Run 1, cells by drive strength:
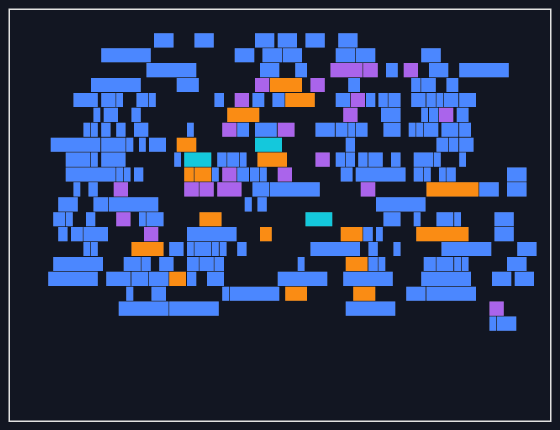
Run 1, met3 routing:
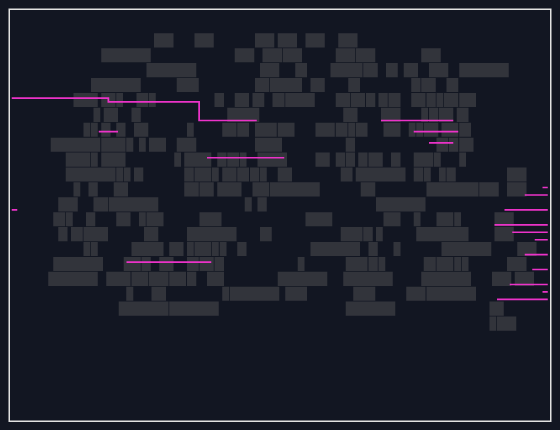
Run 1, logic cells by family:
The bar under the picture is 20 um long.
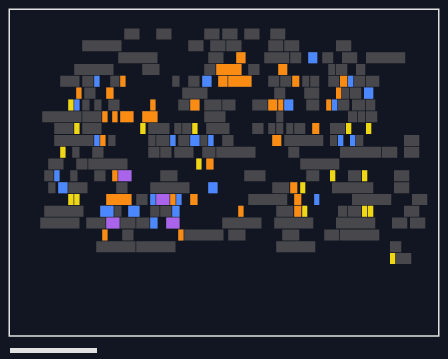
==> config.mk <==
export PLATFORM = sky130hd
export DESIGN_NAME = dma_channel_arbiter
export DESIGN_NICKNAME = d
export VERILOG_FILES = /design/src/rtl/dma_channel_arbiter.sv
export SDC_FILE = /design/constraint.sdc
export NUM_CORES = 1
export LEC_CHECK = 0
export CORE_ASPECT_RATIO = 0.75
export CORE_MARGIN = 2
export CORE_UTILIZATION = 25
export CTS_BUF_LIST = sky130_fd_sc_hd__clkbuf_8
export DETAILED_ROUTE_END_ITERATION = 16
export MAX_ROUTING_LAYER = met4
export PLACE_DENSITY = 0.48
export SLEW_MARGIN = 30
export SYNTH_ARGS = -nofsm -noshare
export SYNTH_HDL_FRONTEND = slang
export SYNTH_SLANG_ARGS = --single-unit
==> constraint.sdc <==
create_clock -name CLK -period 2.31 [get_ports CLK]
set_input_delay 0.462 -clock CLK [delete_from_list [all_inputs] [get_ports CLK]]
set_output_delay 0.462 -clock CLK [all_outputs]
set_load 0.005 [all_outputs]
==> run summary <==
The flow run is done. The run finished with clean final reports. Synthesized instance count landed at 187. Yosys warning tally landed at 0. The wire-length estimate of the detail-placed layout is 3.26 mm. Per the synth log, the flip-flop and latch total comes to 25. Per the CTS log, the maximum H-tree level is 1. Final hold analysis gives a worst-case slack of 0.495 ns. The pin closest to its max-slew limit shows a slew of 0.385 ns. TritonCTS built the clock tree. Yosys mapped the design onto approximately 54 distinct sky130hd cell types. Per the slew report, the remaining headroom to the max-slew limit stands at between 70% and 80%. For this run, the leading register cell type out of synthesis is dfrtp_1.

The OpenROAD report gives the critical path a data arrival time of 2.33 ns. STA reports the tightest min-delay check as being of type reg -> reg. Wire length of the first global-routing pass landed at 7.25 mm. After detailed routing, the number of vias per cell comes to ~4.9.

Detailed placement reports a standard cell area of 2140 um2. Quantity of I/O buffers inserted on ports landed at 26. The largest total area in the synthesized netlist belongs to dfrtp_1. Along the worst hold path, the cell count comes to 1. Entering global routing, the biggest net connects 26 pins.

Per the GRT log, the top usage layer is met1. In this run the VDD rail shows a maximum IR drop of 752 uV. At the worst endpoint, the required time is 2.48 ns. By instance count, the leading cell after synthesis is dfrtp_1. Endpoints failing hold in the final report were tallied at 0. In the setup report, the worst path falls into the class in -> reg. Total power draw landed at 2.21 mW.

Switching part of the total landed at 41.6%. Core area landed at ~6400 um2. Stage-log warning count landed at 30. Global routing finished with a remaining overflow of 0.

Max fanout on the critical path was recorded as 6. Total cells reported by yosys after synthesis landed at 187. Hold repair after CTS inserted 0 buffers. Met2 usage landed at between 15 and 20%. The root buffer cell chosen for the clock tree is clkbuf_8. In this run the static leakage power is 0.919 nW. According to the floorplan log, the row count is 25. The share of the core area taken by cells at floorplan is 26.3%. Antenna violation net count after detailed routing landed at 0. Per the timing report, the achievable frequency comes out to 0.463 GHz. 27 I/O pins were placed. For this run, global-route usage on met1 was measured as 19.6%. The register with the most flip-flops in the layout has 8 of them. Internal power contribution landed at 1.29 mW. The power report puts the net switching power at 0.919 mW. Number of diodes added for antenna fixing landed at 0. Combined global-route utilization of all metal layers landed at 12.6%. Once the clock tree was built, the setup fixing pass inserted 0 buffers.

Time the final worst path needs with I/O delays and setup landed at roughly 2.2 ns. Initial antenna violation count landed at 0. Die outline area landed at around 7400 um2.

After synthesis, the cell types taking the most area are dfrtp_1 (34%), ha_1 (4.5%), o21ai_0 (4.2%). The final layout contains 248 nets. CTS buffer count landed at 3.

The number of nets handed over by synthesis was 207. Slack of the worst reg-to-reg path landed at roughly 0.19 ns. Sequential share of the synthesized area landed at 37.5%.
Back to the opening pictures, 'cells by drive strength':
Key: _3 and _4 cells = purple [cells 22, share 9.7%]; _0 and _1 cells = blue [cells 185, share 81%]; _6 and larger = cyan [cells 3, share 1.3%]; _2 cells = orange [cells 17, share 7.5%]
final worst setup slack: 0.150 ns
number of signal-net buffers in the layout: 45

Back to the opening pictures, 'met3 routing':
The wires run mostly horizontal. The layer carries 159 um of wire. The longest straight run is 17.5 um. The layer holds 3.7% of the routed length. 19 nets have wire on it.
total routed wirelength: 4.29 mm
met3 track demand over resource: 2.69%
DR vias: 1504

Back to the opening pictures, 'logic cells by family':
Key: NOR gates = orange [cells 34, most used nor2_1]; NAND gates = blue [cells 24, most used nand2_1]; XOR/XNOR gates = purple [cells 4, most used xnor2_1]; inverters = yellow [cells 17, most used inv_1]
Comb/total area: 43.5%
Post-Layout Cell Count: 308
most frequent logic cell in the layout: clkdlybuf4s50_1

-- run 1: cells in the final DEF (no fill, tap or decap), types with 2 or more instances in the layout --
cell type,netlist,final
mux2_2,4,4
o32ai_1,3,3
a21oi_1,6,6
nor2_1,14,14
nand2_1,13,13
nand4_1,2,2
clkdlybuf4s50_1,0,26
clkbuf_8,0,3
a21oi_2,2,2
nor2b_1,5,5
buf_4,0,19
a211oi_1,4,4
xnor2_1,4,4
ha_1,6,6
nand3_1,2,2
nand2b_1,4,4
inv_1,17,17
o21ai_0,14,14
o211ai_1,5,5
nor4bb_2,0,2
o22ai_1,4,4
dfrtp_1,23,23
dfstp_2,2,2
a31oi_1,3,3
nor3_1,9,9
-- run 1: cell type report --
| class | count | area [um2] |
|---|---|---|
| fill | 685 | 4180 |
| multi-input combinational | 136 | 958 |
| tap | 81 | 101 |
| timing repair buffer | 45 | 403 |
| clock buffer | 3 | 41.3 |
| clock inverter | 1 | 5.00 |
| sequential | 25 | 628 |
| inverter | 17 | 63.8 |
-- run 1: routing by layer --
| metal | vias up | part of all wire [%] |
|---|---|---|
| met5 | - | 0 |
| met4 | 0 | 0 |
| met3 | 0 | 3.7 |
| met2 | 27 | 41 |
| met1 | 711 | 56 |
| li1 | 766 | - |
-- run 1: cells by family (layout without fill, tap and decap cells) --
| group | after synthesis | count (layout) | synth area share [%] |
|---|---|---|---|
| AND/OR/NAND/NOR | 65 | 65 | 22.0 |
| AND-OR/OR-AND | 55 | 55 | 23.5 |
| buffers and inverters | 26 | 66 | 6.42 |
| flip-flops | 25 | 25 | 37.5 |
| adder cells (fa/ha/maj) | 6 | 6 | 4.48 |
| multiplexers | 6 | 6 | 3.96 |
| XOR/XNOR | 4 | 4 | 2.09 |
-- run 1: per-stage QoR --
step | util, % | TNS, ns
CTS | 34.2 | 0
floorplan | - | 0
detailed placement | 33.5 | -2.66
global placement | 33.5 | -1.51
global route | 34.5 | 0
finish | 34.5 | 0
-- run 1: power groups by stage --
stage	registers, mW	logic (mW)	clock network [mW]
2_1_floorplan	0.652	0.820	0
3_3_place_gp	0.718	1.24	0
3_5_place_dp	0.713	1.23	0
4_1_cts	0.707	1.24	0.282
5_1_grt	0.731	1.37	0.308
6_report	0.709	1.23	0.269
-- run 1: critical path, stage by stage --
cell and delay (ns):
clkdlybuf4s50_1 0.49, and4bb_4 0.25, o41ai_2 0.44, a21oi_2 0.18, nand2_2 0.15, mux2_2 0.34
No activity file was given, so power comes from the tool's default toggle rates.
